--- config.mk ---
export PLATFORM = sky130hd
export DESIGN_NAME = gcd_lcm_coprocessor
export DESIGN_NICKNAME = d
export VERILOG_FILES = /design/src/rtl/gcd_lcm_coprocessor.sv
export SDC_FILE = /design/constraint.sdc
export NUM_CORES = 1
export LEC_CHECK = 0
export CAP_MARGIN = 20
export CORE_MARGIN = 4
export CORE_UTILIZATION = 45
export DETAILED_ROUTE_END_ITERATION = 8
export HOLD_SLACK_MARGIN = 0.05
export PLACE_DENSITY = 0.66
export SLEW_MARGIN = 10
export SYNTH_ARGS = -nofsm -noshare
export SYNTH_HDL_FRONTEND = slang
export SYNTH_SLANG_ARGS = --single-unit
--- constraint.sdc ---
create_clock -name clk -period 8.8 [get_ports clk]
set_clock_uncertainty 0.2 [all_clocks]
set_input_delay 2.2 -clock clk [delete_from_list [all_inputs] [get_ports clk]]
set_output_delay 2.2 -clock clk [all_outputs]
set_load 0.01 [all_outputs]
--- src/rtl/gcd_lcm_coprocessor.sv ---
// GCD/LCM coprocessor answering the core's start/done handshake.
// GCD by repeated subtraction; LCM = (A / gcd) * B via restoring division then shift-add.
module gcd_lcm_coprocessor #(
   parameter int W = 8
) (
   input  logic        clk,
   input  logic        reset,
   input  logic        start,
   input  logic [31:0] cmd,
   output logic [31:0] ans
);

   localparam logic [2:0] S_IDLE = 3'd0;
   localparam logic [2:0] S_GCD  = 3'd1;
   localparam logic [2:0] S_DIV  = 3'd2;
   localparam logic [2:0] S_MUL  = 3'd3;
   localparam logic [2:0] S_DONE = 3'd4;
   localparam int         CW     = $clog2(W);

   logic [2:0]     state_q, state_d;
   logic [W-1:0]   x_q, x_d, y_q, y_d;
   logic [W-1:0]   a_q, a_d, b_q, b_d, g_q, g_d;
   logic           op_q, op_d;
   logic [W-1:0]   rem_q, rem_d, quot_q, quot_d;
   logic [2*W-1:0] acc_q, acc_d, mcand_q, mcand_d;
   logic [CW-1:0]  cnt_q, cnt_d;
   logic [W-1:0]   res_q, res_d;
   logic           ovf_q, ovf_d, done_q, done_d;

   logic [W-1:0]   g_now;
   logic [W:0]     trial, diff;
   logic           trial_ge, last;
   logic [2*W-1:0] p_now;
   logic           unused_cmd_bits;

   assign g_now           = x_q | y_q;
   assign trial           = {rem_q, quot_q[W-1]};
   assign diff            = trial - {1'b0, g_q};
   assign trial_ge        = (trial >= {1'b0, g_q});
   assign p_now           = acc_q + (quot_q[0] ? mcand_q : '0);
   assign last            = (cnt_q == CW'(W - 1));
   assign unused_cmd_bits = ^cmd[31:2*W+1];
   assign ans             = {{(32 - W - 2){1'b0}}, ovf_q, done_q, res_q};

   always_comb begin
      state_d = state_q;
      x_d     = x_q;
      y_d     = y_q;
      a_d     = a_q;
      b_d     = b_q;
      g_d     = g_q;
      op_d    = op_q;
      rem_d   = rem_q;
      quot_d  = quot_q;
      acc_d   = acc_q;
      mcand_d = mcand_q;
      cnt_d   = cnt_q;
      res_d   = res_q;
      ovf_d   = ovf_q;
      done_d  = done_q;
      case (state_q)
         S_IDLE: begin
            done_d = 1'b0;
            if (start) begin
               x_d     = cmd[W-1:0];
               y_d     = cmd[2*W-1:W];
               a_d     = cmd[W-1:0];
               b_d     = cmd[2*W-1:W];
               op_d    = cmd[2*W];
               ovf_d   = 1'b0;
               state_d = S_GCD;
            end
         end
         S_GCD: begin
            if (x_q == y_q || x_q == '0 || y_q == '0) begin
               if (!op_q) begin
                  res_d   = g_now;
                  done_d  = 1'b1;
                  state_d = S_DONE;
               end else if (x_q == '0 || y_q == '0) begin
                  res_d   = '0;
                  done_d  = 1'b1;
                  state_d = S_DONE;
               end else begin
                  // quot_q starts as the dividend and is shifted out MSB first
                  g_d     = g_now;
                  rem_d   = '0;
                  quot_d  = a_q;
                  cnt_d   = '0;
                  state_d = S_DIV;
               end
            end else if (x_q > y_q) begin
               x_d = x_q - y_q;
            end else begin
               y_d = y_q - x_q;
            end
         end
         S_DIV: begin
            rem_d  = trial_ge ? diff[W-1:0] : trial[W-1:0];
            quot_d = {quot_q[W-2:0], trial_ge};
            cnt_d  = cnt_q + CW'(1);
            if (last) begin
               cnt_d   = '0;
               acc_d   = '0;
               mcand_d = {{W{1'b0}}, b_q};
               state_d = S_MUL;
            end
         end
         S_MUL: begin
            acc_d   = p_now;
            mcand_d = mcand_q << 1;
            quot_d  = quot_q >> 1;
            cnt_d   = cnt_q + CW'(1);
            if (last) begin
               cnt_d   = '0;
               res_d   = p_now[W-1:0];
               ovf_d   = |p_now[2*W-1:W];
               done_d  = 1'b1;
               state_d = S_DONE;
            end
         end
         S_DONE: begin
            done_d  = 1'b0;
            state_d = S_IDLE;
         end
         default: state_d = S_IDLE;
      endcase
   end

   always_ff @(posedge clk) begin
      if (!reset) begin
         state_q <= S_IDLE;
         x_q     <= '0;
         y_q     <= '0;
         a_q     <= '0;
         b_q     <= '0;
         g_q     <= '0;
         op_q    <= 1'b0;
         rem_q   <= '0;
         quot_q  <= '0;
         acc_q   <= '0;
         mcand_q <= '0;
         cnt_q   <= '0;
         res_q   <= '0;
         ovf_q   <= 1'b0;
         done_q  <= 1'b0;
      end else begin
         state_q <= state_d;
         x_q     <= x_d;
         y_q     <= y_d;
         a_q     <= a_d;
         b_q     <= b_d;
         g_q     <= g_d;
         op_q    <= op_d;
         rem_q   <= rem_d;
         quot_q  <= quot_d;
         acc_q   <= acc_d;
         mcand_q <= mcand_d;
         cnt_q   <= cnt_d;
         res_q   <= res_d;
         ovf_q   <= ovf_d;
         done_q  <= done_d;
      end
   end

endmodule

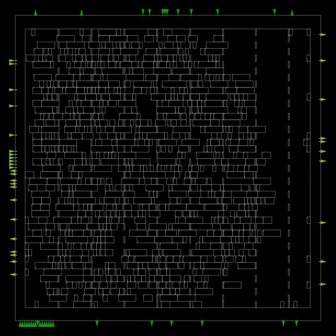
**Above:** run 1 (cell outlines without signal wires).
tally of filler cells in the layout: 1322
Finished Core Util: 0.508

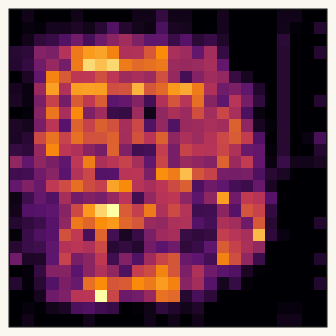
**Above:** run 1 (wiring heat map).
26 x 26 tiles, from black (low) to pale yellow (high), scaled to the fullest tile. Values are wire area over tile area, all layers added.
The emptiest ninth of the die: upper right. 25% of the tiles are nearly empty. The mean over all tiles is 0.15. 20% of the tiles are over half the peak. The fullest tile reaches 0.57. The densest ninth of the die: centre.

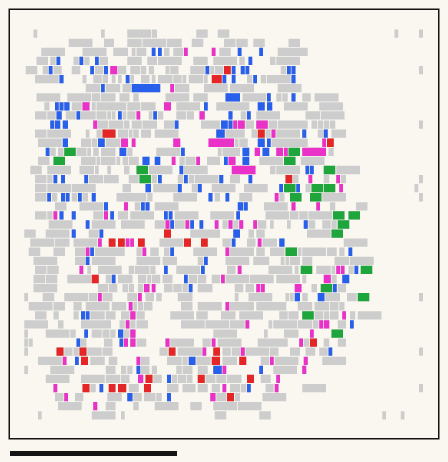
**Above:** run 1 (gate families picked out).
Scale bar: 50 um.
Magenta stands for NOR gates, cells 92. Green stands for multiplexers, cells 23. Red stands for AND and OR gates, cells 29. Blue stands for NAND gates, cells 138.

==> changes_impl.md, run 1 <==
## Flow update

- Multiplexer share: 0.0354
- Vias: 5494
- Worst Slack Setup Final: 4.75 ns
- Status: finished, final reports clean
- Clock buffer depth: 2
- Cts hold-fix bufs: 0
- Met1 WL: 7.44 mm
- Largest cells by area after synthesis: dfxtp_1 32%, ha_1 9.2%, nand2_1 6.2%, a21oi_1 5.2%, nor2_1 4.0%
- MI comb cells: 604
- Critical path's top delay family: buffers and inverters
- Total buffers and inverters traversed by the critical path: 4
- # clk buffers: 11
- CP max FO: 52
- Post-synthesis cell count from yosys: 786
- Wire per inst: 16.1 um
- TAP cells: 180
- Critical Path AT: 4.06 ns
- Dpl cells: 962
- CP Capture Type: register
- Internal Pwr Total: 0.00127 W
- CTS root buffer: clkbuf_16
- Comb/total area: 0.562
- Worst Hold Class: reg2reg
- Met2 routed WL: 7.15 mm
- Adder Area Share: 0.105
- Mean number of vias per cell: 5.61
- Largest registers: acc_q: 16 flops, mcand_q: 16 flops
- Non-Clock Inverter Count: 39
- Number of nets in the layout: 881
- Remaining global-route overflow: 0
- Top Layer Used: met4
- Logic power comb: 0.00117 W
- # Post-CTS Setup Buffers: 0
- Commonest Layout Cell: nand2_1
- # diodes: 0
- Most common cell in the netlist: nand2_1
- Rel. slew slack: 0.403
**Run 1: a small window of the routed layout**

Scale bar: 10 um. Window x 52 to 77, y 26 to 51 um. Cells in grey, sequential cells in the stronger grey; small squares are vias.
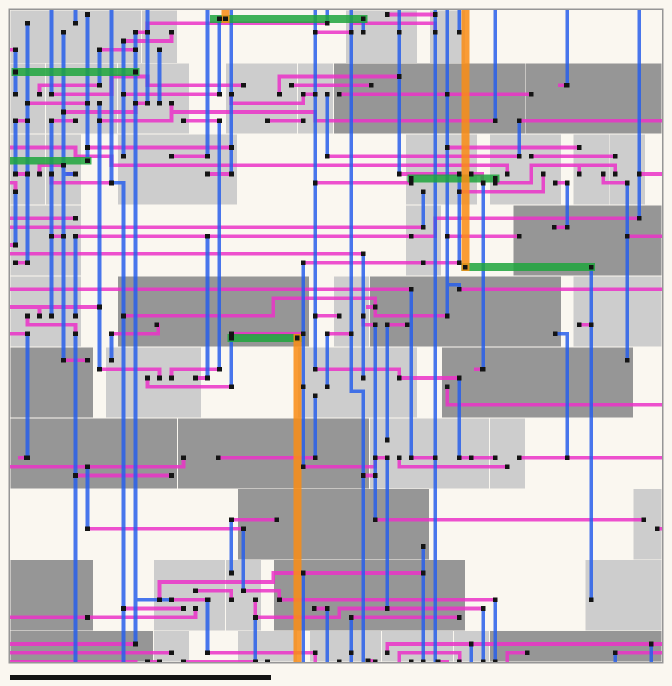

## Run 2: what changed since run 1
--- a/config.mk
+++ b/config.mk
@@ -10,7 +10,7 @@
 export CORE_UTILIZATION = 45
 export DETAILED_ROUTE_END_ITERATION = 8
 export HOLD_SLACK_MARGIN = 0.05
-export PLACE_DENSITY = 0.66
+export PLACE_DENSITY = 0.68
 export SLEW_MARGIN = 10
 export SYNTH_ARGS = -nofsm -noshare
 export SYNTH_HDL_FRONTEND = slang
==> constraint.sdc (replaced) <==
create_clock -name clk -period 3.36 [get_ports clk]
set_clock_uncertainty 0.2 [all_clocks]
set_input_delay 0.84 -clock clk [delete_from_list [all_inputs] [get_ports clk]]
set_output_delay 0.84 -clock clk [all_outputs]
set_load 0.01 [all_outputs]
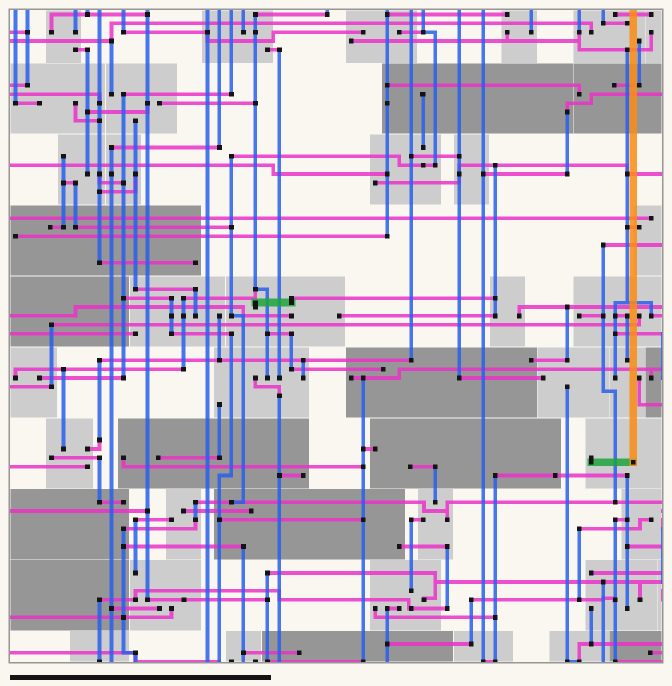
**Above:** run 2 (a small window of the routed layout).
Scale bar: 10 um. Window x 52 to 77, y 26 to 51 um. Cells in grey, sequential cells in the stronger grey; small squares are vias.
Blue stands for metal 2. Orange stands for metal 4. Green stands for metal 3. Magenta stands for metal 1.
Most frequent: dfxtp_1 (9), nor2_1 (6), a22oi_1 (4). Sequential cells in the window: 9. Netlist names of flops here include mcand_q (3), res_q (3), g_q (2). 35 logic cells have their middle in the window.

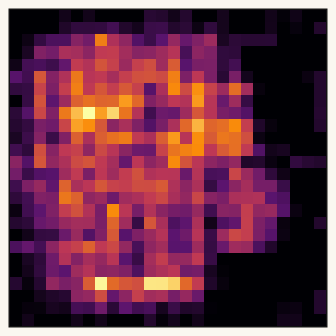
**Above:** run 2 (wiring heat map).
26 x 26 tiles, from black (low) to pale yellow (high), scaled to the fullest tile. Values are wire area over tile area, all layers added.
The mean over all tiles is 0.15. The densest ninth of the die: centre. 24% of the tiles are nearly empty.

==> run 2 against run 1 <==
Design area grew 1.4%. Via count shrank 1.3%. Routed wire length shrank 0.92%. Clock-buffer cell count shrank 1. Sequential share of layout area shrank 0.40 points. Synthesized cell count is the same. Non-clock buffer count grew 10. Critical path type is now reg2reg. Largest power group unchanged. Highest routed layer unchanged.
==> changes_impl.md, run 2 <==
## Flow update

- Status: finished, final reports clean
- Non-Clock Inverter Count: 39
- Reg power frac: 0.284
- Post-synthesis cell count from yosys: 786
- FF-to-FF path depth: 10
- Finished Core Util: 0.515
- Mean number of vias per cell: 5.49
- Number of nets in the layout: 891
- Final Setup Violations: 0
- Multiplexer share: 0.0354
- Number of top-level pins: 67
- Met1 WL: 7.69 mm
- Worst Slack Setup Final: 0.178 ns
- R2r setup slk: 0.18 ns
- Remaining global-route overflow: 0
- Worst Hold Class: reg2reg
- Met1 Use GR: 0.284
- Tally of filler cells in the layout: 1379
- Largest cells by area after synthesis: dfxtp_1 32%, ha_1 9.2%, nand2_1 6.2%, a21oi_1 5.2%, nor2_1 4.0%
- TritonCTS Sinks: 105
- # Post-CTS Setup Buffers: 0
- Wire per inst: 15.8 um
- CP Capture Type: register
- Synth top cells by count: 108 x nand2_1, 105 x dfxtp_1, 70 x nor2_1, 68 x a21oi_1, 48 x ha_1
- Critical Path AT: 3.23 ns
- CTS tree: yes
- Commonest Layout Cell: nand2_1
- Met2 routed WL: 7.10 mm
- DP Area: 6890 um2
- Largest registers: acc_q: 16 flops, mcand_q: 16 flops
- Final period utilization: 0.947
- Logic power comb: 0.00329 W
- Post-synth EDFFs: 0
- CTS root buffer: clkbuf_16
- # clk buffers: 10
- Internal Pwr Total: 0.00349 W
- Vias: 5424
- Comb/total area: 0.555
- # diodes: 0
- Switching share of power: 0.434
- Non-clk bufs: 45
- Clock buffer depth: 2
- Top Layer Used: met4
- Top logic family: AND-OR/OR-AND gates
- Critical path startpoint category: register
- Adder Area Share: 0.105
- Total buffers and inverters traversed by the critical path: 0
- Area delta synth->final: 10.8%
- Area leader share: 0.324
- Die area: 16400 um2
- CP max FO: 10
- Rel. slew slack: 0.561
- Critical path's top delay family: AND-OR/OR-AND gates
- Most common cell in the netlist: nand2_1
- TAP cells: 180
- Dpl cells: 973
No activity file was given, so power comes from the tool's default toggle rates.
